<file path="config.mk">
export PLATFORM = sky130hd
export DESIGN_NAME = mult_int7b_accum
export DESIGN_NICKNAME = d
export VERILOG_FILES = /design/src/rtl/mult_int7b_pkg.sv /design/src/rtl/sat_add.sv /design/src/rtl/mult_int7b_accum.sv
export SDC_FILE = /design/constraint.sdc
export NUM_CORES = 1
export LEC_CHECK = 0
export CAP_MARGIN = 20
export CORE_AREA = 4 4 76 92
export CTS_CLUSTER_SIZE = 8
export DETAILED_ROUTE_END_ITERATION = 8
export DIE_AREA = 0 0 80 96
export GPL_TIMING_DRIVEN = 0
export PLACE_DENSITY = 0.72
export SLEW_MARGIN = 20
export SYNTH_ARGS = -nofsm -noshare
export SYNTH_HDL_FRONTEND = slang
export SYNTH_HIERARCHICAL = 1
export SYNTH_SLANG_ARGS = --single-unit
</file>
<file path="constraint.sdc">
create_clock -name clk -period 4.35 [get_ports clk]
set_input_delay 0.435 -clock clk [delete_from_list [all_inputs] [get_ports clk]]
set_output_delay 0.435 -clock clk [all_outputs]
set_load 0.03 [all_outputs]
</file>
<file path="src/rtl/mult_int7b_pkg.sv">
// Shared types and constants for the 7-bit multiplier MAC datapath.
package mult_int7b_pkg;

  localparam int IN_WIDTH_DEF  = 14;
  localparam int ACC_WIDTH_DEF = 16;

  typedef enum logic {
    ACCUM = 1'b0,
    HOLD  = 1'b1
  } state_e;

  localparam logic signed [ACC_WIDTH_DEF-1:0] ACC_MAX = 16'sh7FFF;
  localparam logic signed [ACC_WIDTH_DEF-1:0] ACC_MIN = 16'sh8000;

endpackage

</file>
<file path="src/rtl/sat_add.sv">
// Combinational signed adder with clamp to the accumulator range.
// The term is sign-extended and the sum formed one bit wider, so overflow never wraps.
module sat_add #(
  parameter int IN_WIDTH  = 14,
  parameter int ACC_WIDTH = 16
) (
  input  logic signed [ACC_WIDTH-1:0] acc_i,
  input  logic signed [IN_WIDTH-1:0]  term_i,
  output logic signed [ACC_WIDTH-1:0] sum_o,
  output logic                        ovf_o
);

  localparam int SW = ACC_WIDTH + 1;

  logic signed [SW-1:0]        wide_s;
  logic signed [ACC_WIDTH-1:0] max_s;
  logic signed [ACC_WIDTH-1:0] min_s;

  assign wide_s = {acc_i[ACC_WIDTH-1], acc_i}
                + {{(SW-IN_WIDTH){term_i[IN_WIDTH-1]}}, term_i};
  assign max_s  = {1'b0, {(ACC_WIDTH-1){1'b1}}};
  assign min_s  = {1'b1, {(ACC_WIDTH-1){1'b0}}};

  // Top two bits disagree exactly when the true sum left the ACC_WIDTH range.
  always_comb begin
    sum_o = wide_s[ACC_WIDTH-1:0];
    ovf_o = 1'b0;
    if (wide_s[SW-1] != wide_s[SW-2]) begin
      ovf_o = 1'b1;
      sum_o = wide_s[SW-1] ? min_s : max_s;
    end else begin
      ovf_o = 1'b0;
    end
  end

endmodule

</file>
<file path="src/rtl/mult_int7b_accum.sv">
// Saturating accumulator: sums NUM_TERMS products per window and presents
// one result word over a valid/ready handshake before starting the next window.
module mult_int7b_accum
  import mult_int7b_pkg::*;
#(
  parameter  int IN_WIDTH  = IN_WIDTH_DEF,
  parameter  int ACC_WIDTH = ACC_WIDTH_DEF,
  parameter  int NUM_TERMS = 16,
  localparam int CNT_WIDTH = $clog2(NUM_TERMS)
) (
  input  logic                        clk,
  input  logic                        rst_n,
  input  logic                        clr,
  input  logic                        in_valid,
  output logic                        in_ready,
  input  logic signed [IN_WIDTH-1:0]  in_data,
  output logic                        out_valid,
  input  logic                        out_ready,
  output logic signed [ACC_WIDTH-1:0] out_data,
  output logic                        out_ovf
);

  state_e                      state_q;
  logic signed [ACC_WIDTH-1:0] acc_q;
  logic        [CNT_WIDTH-1:0] cnt_q;
  logic                        sticky_q;
  logic                        out_valid_q;
  logic signed [ACC_WIDTH-1:0] out_data_q;
  logic                        out_ovf_q;

  logic signed [ACC_WIDTH-1:0] sum_d;
  logic                        ovf_d;

  sat_add #(
    .IN_WIDTH  (IN_WIDTH),
    .ACC_WIDTH (ACC_WIDTH)
  ) u_sat_add (
    .acc_i  (acc_q),
    .term_i (in_data),
    .sum_o  (sum_d),
    .ovf_o  (ovf_d)
  );

  assign in_ready  = (state_q == ACCUM);
  assign out_valid = out_valid_q;
  assign out_data  = out_data_q;
  assign out_ovf   = out_ovf_q;

  // Window FSM: in ACCUM in_ready is high, so in_valid alone means accept.
  always_ff @(posedge clk or negedge rst_n) begin
    if (!rst_n) begin
      state_q     <= ACCUM;
      acc_q       <= '0;
      cnt_q       <= '0;
      sticky_q    <= 1'b0;
      out_valid_q <= 1'b0;
      out_data_q  <= '0;
      out_ovf_q   <= 1'b0;
    end else if (clr) begin
      state_q     <= ACCUM;
      acc_q       <= '0;
      cnt_q       <= '0;
      sticky_q    <= 1'b0;
      out_valid_q <= 1'b0;
    end else begin
      case (state_q)
        ACCUM: begin
          if (in_valid) begin
            if (cnt_q == CNT_WIDTH'(NUM_TERMS - 1)) begin
              out_data_q  <= sum_d;
              out_ovf_q   <= sticky_q | ovf_d;
              out_valid_q <= 1'b1;
              acc_q       <= '0;
              cnt_q       <= '0;
              sticky_q    <= 1'b0;
              state_q     <= HOLD;
            end else begin
              acc_q    <= sum_d;
              cnt_q    <= cnt_q + CNT_WIDTH'(1);
              sticky_q <= sticky_q | ovf_d;
            end
          end
        end
        HOLD: begin
          if (out_ready) begin
            out_valid_q <= 1'b0;
            state_q     <= ACCUM;
          end
        end
        default: begin
          out_valid_q <= 1'b0;
          state_q     <= ACCUM;
        end
      endcase
    end
  end

endmodule

</file>
Run 1, pin map:
Scale: 4 px per µm. Pins as bars across the die edge, other pins in grey.
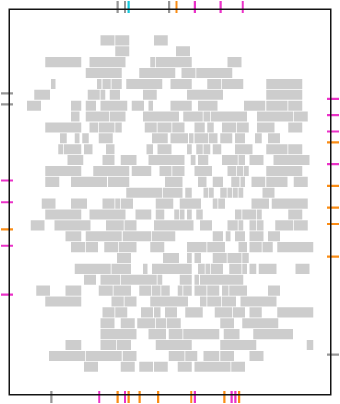
Magenta shows out_data, pins 16, direction output, edge 5 bottom, 4 left, 4 right, 3 top. Cyan shows out_valid, pins 1, direction output, edge top. Orange shows in_data, pins 14, direction input, edge 7 bottom, 5 right, 1 left, 1 top.
All pins by edge: 13 bottom, 10 right, 8 top, 7 left.

Run 1, signal wires by layer:
Scale: 3 px per µm. Only two layers are drawn.
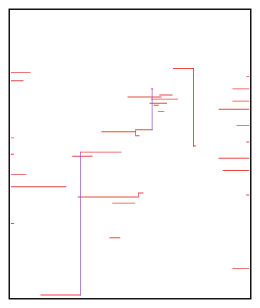
Purple shows M4, wire length 87.0 µm. Red shows M3, wire length 212 µm.

Run 1, clock wiring as the flow saved it:
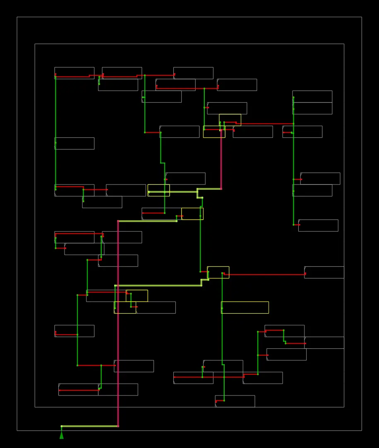
Clock Buffer Count: 7
Late-Pin Clk Latency: 0.29 ns
flop count: 40
Clock Skew: 0.003555 ns
Clk power: 334 µW

==> results.cfg, run 1 <==
; synthesis and place-and-route metrics
[run_status]
outcome = completed

[clock_tree]
clk_pin_slew_ns = 0.08
cts_tree = built
clock-sinks = 40
ctsHoldBuffers = 0
cts.htree.levels = 2
ctsResizeCount = 0
cts_buffer_depth = 2

[cells_and_area]
clkCellAreaFrac_pct = 3.861
comb.multi_input.count = 175
fin_nets = 313
nFillCells = 532
drive_gt1_share_pct = 19.49
layout_top_cell = dfrtp_1
diodes = 0
syn_to_final_growth_pct = 22.99
ff_latch_area_um2 = 1001
largest_class = logic gates
comb_share_pct = 47.21
buffers = 46
postLayoutCoreUtil_pct = 54.09
n_all_inverters = 8
final_cell_mix = dfrtp_1 (40), clkdlybuf4s50_1 (35), a22o_1 (17), ha_1 (17), maj3_1 (15)

[critical_path]
cp_data_required_time_ns = 4.53
slowest_stage = clkdlybuf4s50_1
worstPathCellList = clkdlybuf4s50_1, ha_1, fa_1, a21o_2, a221oi_4, o21ai_2, nand2b_2, a41oi_4, buf_6, maj3_1, mux2_4
r2r-end = out_data[10]
reg2reg_depth = 10
startpoint = in_data[0]
endpoint = out_data[10]
crit_family = adder cells
crit_path_max_fanout = 10
crit_buf_inv = 2

[grt]
grt_pass1_wl_mm = 9.246
grt_use_met1_pct = 19.40
met2_usage_pct = 26.10
grt_overflow_total = 0
grt_pass1_vias = 1934
antenna_found_initial = 0
use_met3_pct = 2.809
grt_start_max_net_pins = 22

[power]
powerComb_uw = 675
cellPowerDensity_nw_per_um2 = 444.2
p_seq_share_pct = 30.6
p_int_uw = 928.9
pwr-share-comb_pct = 46.4
swShare_pct = 36.11
clkPwrFrac_pct = 23.0
vdd_drop_max_uv = 190.0
power.leakage_nw = 1.513

[timing]
tightest_slew_ns = 0.4852
period_needed_ns = 3.297
relSlewSlack_pct = 67.65
rsz0062_at_grt = false
setup_tns_ns = 0
fmax_mhz = 303.3

[detailed_routing]
drtPass1Iterations = 4
vias = 1923
wl_met3_um = 212
dr_wl_met2_mm = 2.763
drc = 0
wl_met1_mm = 2.442
antenna_left = 0
wire_per_inst_um = 15.33

[synth]
synth_cell_type_count = 54
post-synth-top-area-cell = dfrtp_1
syn_nets = 269
ys_cells = 232
synth_warnings = 6
avgSynthCellArea_um2 = 11.47
ff_type = dfrtp_1
most_common_cell = dfrtp_1

[floorplanning]
coreArea_um2 = 6051
tapCellCount = 82
die_height_um = 96
pin_count = 38
chipWidth_um = 80
row_count = 31
initCoreUtil_pct = 43.98
die_area_um2 = 7680

[worst_hold_path]
min_path_type = input pin to asynchronous set/reset pin

[placement]
pre_cts_ws_ns = 0.7610
placedInstanceArea_um2 = 3147
[run 1: worst min-delay path by stage]
stage	depth (start not counted)	start	slack [ns]	to
after floorplan	0	rst_n	0.14	acc_q[0]
after global placement	1	sticky_q	0.49	sticky_q
after detailed placement	1	rst_n	0.43	acc_q[6]
after CTS	1	rst_n	0.11	acc_q[8]
after global routing	1	rst_n	0.13	acc_q[13]
final	1	rst_n	0.09	acc_q[8]
[run 1: kinds of logic after synthesis]
family,Yosys count,synth area share [%]
AND-OR/OR-AND,60,19.23
XOR/XNOR,13,4.561
adder cells (fa/ha/maj),33,14.39
buffers and inverters,17,4.325
flip-flops,40,37.61
multiplexers,19,9.121
AND/OR/NAND/NOR,50,10.77
==> inputs of run 2 (changes only) <==
==> constraint.sdc (replaced) <==
create_clock -name clk -period 3.33 [get_ports clk]
set_input_delay 0.333 -clock clk [delete_from_list [all_inputs] [get_ports clk]]
set_output_delay 0.333 -clock clk [all_outputs]
set_load 0.03 [all_outputs]
Run 2, pin map:
Scale: 4 px per µm. Pins as bars across the die edge, other pins in grey.
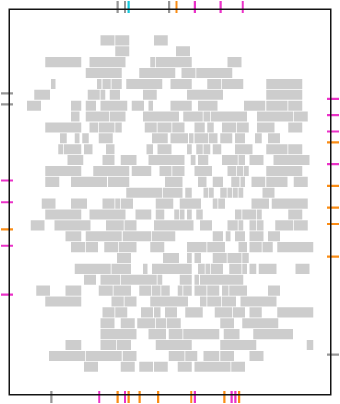
Magenta shows out_data, pins 16, direction output, edge 5 bottom, 4 left, 4 right, 3 top. Cyan shows out_valid, pins 1, direction output, edge top. Orange shows in_data, pins 14, direction input, edge 7 bottom, 5 right, 1 left, 1 top.
All pins by edge: 13 bottom, 10 right, 8 top, 7 left.

==> run 2 against run 1 <==
The run now ends with hold timing left. Clock power increased by 31%. Flip-flop count unchanged. Count of clock-buffer cells in the layout stayed put. Cell count stayed put. First-iteration DRC count stayed put. Die size is the same. Largest cell class unchanged. Worst setup slack lost 0.92 ns.
==> results.cfg, run 2 <==
; synthesis and place-and-route metrics
[timing]
fmax_mhz = 313.0
tightest_slew_ns = 0.4852
rsz0062_at_grt = false
hold_slack_ns = -0.008012
hold_viol_final = 15
skew_ns = 0.003555
period_needed_ns = 3.195
setup_tns_ns = 0

[clock_tree]
ctsHoldBuffers = 0
clk_pin_slew_ns = 0.08
insertion_delay_ns = 0.29
clock-sinks = 40
cts_tree = built
cts_buffer_depth = 2
cts.htree.levels = 2

[run_status]
violations = hold timing
outcome = finished with violations

[power]
cellPowerDensity_nw_per_um2 = 580.3
power.leakage_nw = 1.513

[detailed_routing]
wire_per_inst_um = 15.33
drtPass1Iterations = 4
drc = 0
dr_wl_met2_mm = 2.763
wl_met1_mm = 2.442

[synth]
xor_share_pct = 4.560
muxShareOfSynthArea_pct = 9.121
logic_family = AND-OR/OR-AND gates
avgSynthCellArea_um2 = 11.47
synth_warnings = 6

[critical_path]
crit_path_max_fanout = 10
slowest_stage = clkdlybuf4s50_1
crit_buf_inv = 2

[cells_and_area]
diodes = 0
final_cell_mix = dfrtp_1 (40), clkdlybuf4s50_1 (35), a22o_1 (17), ha_1 (17), maj3_1 (15)
drive_gt1_share_pct = 19.49
fin_nets = 313
layout_top_cell = dfrtp_1

[worst_hold_path]
min_path_type = input pin to asynchronous set/reset pin

[placement]
placedInstanceArea_um2 = 3147

[floorplanning]
row_count = 31
chipWidth_um = 80

[grt]
met2_usage_pct = 26.10
grt_use_met1_pct = 19.40
use_met3_pct = 2.809
grt_overflow_total = 0
antenna_found_initial = 0
Run 2, signal wires by layer:
Scale: 3 px per µm. Only two layers are drawn.
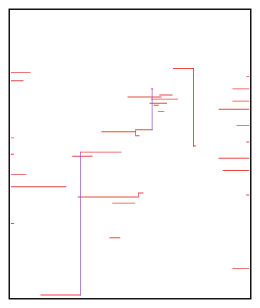
Red shows M3, wire length 212 µm. Purple shows M4, wire length 87.0 µm.

[run 2: path summary, 6_finish.rpt]
check                           start           end  cells after the start
max                        in_data[0]  out_data[10]                     11
min                             rst_n      acc_q[8]                      1
max reg2reg                  acc_q[0]  out_data[10]                     10
min reg2reg                  sticky_q      sticky_q                      1
max in group asynchronous       rst_n  out_data[15]                      2
min in group clk                  clr      cnt_q[1]                      2
[run 2: final cells by class]
cell class | instances | area, µm²
clock inverter | 1 | 30.03
timing repair buffer | 37 | 382.9
inverter | 8 | 30.03
clock buffer | 7 | 96.34
fill | 532 | 2778
multi-input combinational | 175 | 1545
sequential | 40 | 1001
buffer | 9 | 85.08
tap | 82 | 102.6
[run 2: report_power, final]
part,switching (mW),internal (mW),leakage [nW]
combinational,0.476,0.406,0.908
sequential,0.0375,0.543,0.540
clock,0.172,0.265,0.0645
Run 2, gate families picked out:
Scale: 4 px per µm.
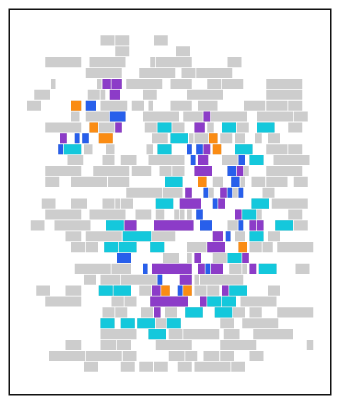

==> inputs of run 3 (changes only) <==
--- a/config.mk
+++ b/config.mk
@@ -6,12 +6,12 @@
 export NUM_CORES = 1
 export LEC_CHECK = 0
 export CAP_MARGIN = 20
-export CORE_AREA = 4 4 76 92
+export CORE_AREA = 4 4 80 97
 export CTS_CLUSTER_SIZE = 8
 export DETAILED_ROUTE_END_ITERATION = 8
-export DIE_AREA = 0 0 80 96
+export DIE_AREA = 0 0 84 101
 export GPL_TIMING_DRIVEN = 0
-export PLACE_DENSITY = 0.72
+export PLACE_DENSITY = 0.66
 export SLEW_MARGIN = 20
 export SYNTH_ARGS = -nofsm -noshare
 export SYNTH_HDL_FRONTEND = slang
Run 3, gate families picked out:
Scale: 4 px per µm.
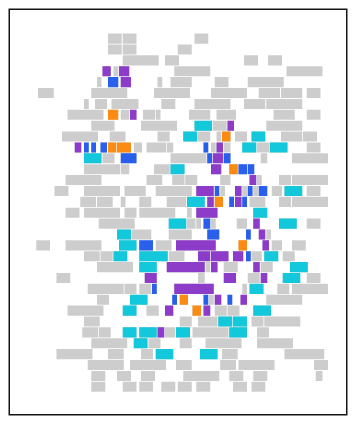
Purple shows aoi and oai cells, cells 34. Blue shows nand cells, cells 24. Cyan shows fa/ha/maj cells, cells 33. Orange shows and/or cells, cells 9.

==> run 3 against run 2 <==
The flow now finishes without violations. Die size increased by 10%. Sequential share of layout area increased by 0.31 points. Worst setup slack improved by 0.034 ns.
==> results.cfg, run 3 <==
; synthesis and place-and-route metrics
[worst_hold_path]
hold_end = cnt_q[1]
hold_depth = 2
holdCritStartpoint = clr
min_path_type = input pin to flop

[critical_path]
endpoint_kind = flop
crit_path_max_fanout = 10
slowest_stage = clkdlybuf4s50_1
startpoint = in_data[0]
r2r-end = out_data[9]
cp.depth = 11
reg2reg_from = acc_q[0]
crit_buf_inv = 2
worstPathCellList = clkdlybuf4s50_1, ha_1, fa_1, a21o_2, a221oi_4, o21ai_2, nand2b_2, a41oi_4, buf_6, maj3_1, mux2_4
reg2reg_depth = 10
endpoint = out_data[9]
crit_family = adder cells

[placement]
place.gp.congestion = 0.7907
dp_cells = 356
placedInstanceArea_um2 = 3153

[grt]
antenna_found_initial = 0
grt_overflow_total = 0

[synth]
synth_warnings = 6
avgSynthCellArea_um2 = 11.47
netlist_top_cells_count = dfrtp_1 (40), a22o_1 (17), ha_1 (17)
ys_seq_share_pct = 37.61

[power]
pg_clk_uw = 308
pwr-share-comb_pct = 49.9
power_mw = 1.773
swShare_pct = 38.35
cellPowerDensity_nw_per_um2 = 547.2
clkPwrFrac_pct = 17.4
power_leader = combinational logic
powerComb_uw = 884
p_switching_uw = 680.1
p_int_mw = 1.093
power.leakage_nw = 1.493
p_seq_uw = 581
p_seq_share_pct = 32.8

[timing]
hold_viol_final = 0
fin_crit_sh_pct = 94.90
relSlewSlack_pct = 68.28
skew_ns = 0.004057
fmax_mhz = 316.4
rsz0062_at_grt = false
setup_tns_ns = 0
tightest_slew_ns = 0.4758
hold_slack_ns = 0.2522
period_needed_ns = 3.160

[clock_tree]
ctsHoldBuffers = 1
cts.htree.levels = 2
cts_buffer_depth = 2
cts_tree = built
clock-sinks = 40
insertion_delay_ns = 0.29
clk_pin_slew_ns = 0.08

[cells_and_area]
fin_nets = 314
stdcell_count = 364
diodes = 0
layout_top_cell = dfrtp_1
drive_gt1_share_pct = 18.77
final_cell_mix = dfrtp_1 (40), clkdlybuf4s50_1 (35), a22o_1 (17), ha_1 (17), maj3_1 (15)

[flow_run]
warnings = 26

[detailed_routing]
dr.first_iter.drc_count = 48
wire_per_inst_um = 15.43
drtPass1Iterations = 4
drc = 0

[floorplanning]
chipWidth_um = 84
die_height_um = 101
row_count = 33

[run_status]
outcome = completed
Run 3, clock distribution:
Scale: 4 px per µm.
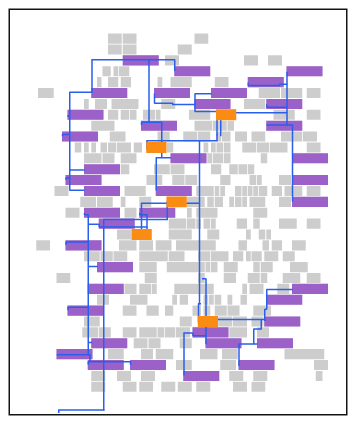
Blue shows clock wires, length 575 µm. Purple shows flip-flops, count 40. Orange shows clock-net drivers, count 5.
Position of the flops: widely spread. There are 6 routed clock nets.

-- run 3: cell counts after synthesis --
Identical to the previous run, type by type.
-- run 3: per-layer routing --
metal	GRT usage, %	share of wire, %
met4	5.569	1.6
met3	2.780	2.9
met2	25.72	51
met1	16.54	44
met5	0	0
-- run 3: kinds of logic after synthesis --
logic type,Yosys count,share of synthesized area (%)
muxes,19,9.121
AOI/OAI and AO/OA,60,19.23
DFF,40,37.61
buffers and inverters,17,4.325
adders and majority gates,33,14.39
xor gates and xnor gates,13,4.561
and+or+nand+nor,50,10.77
-- run 3: cell type report --
cell class	instances	area, µm²
fill	647	3531
multi-input combinational	175	1545
sequential	40	1001
timing repair buffer	38	392.9
tap	87	108.9
buffer	9	85.08
clock buffer	6	72.57
inverter	8	30.03
clock inverter	1	5.005
Power figures rest on the tool's default switching activity, not on a simulated workload.
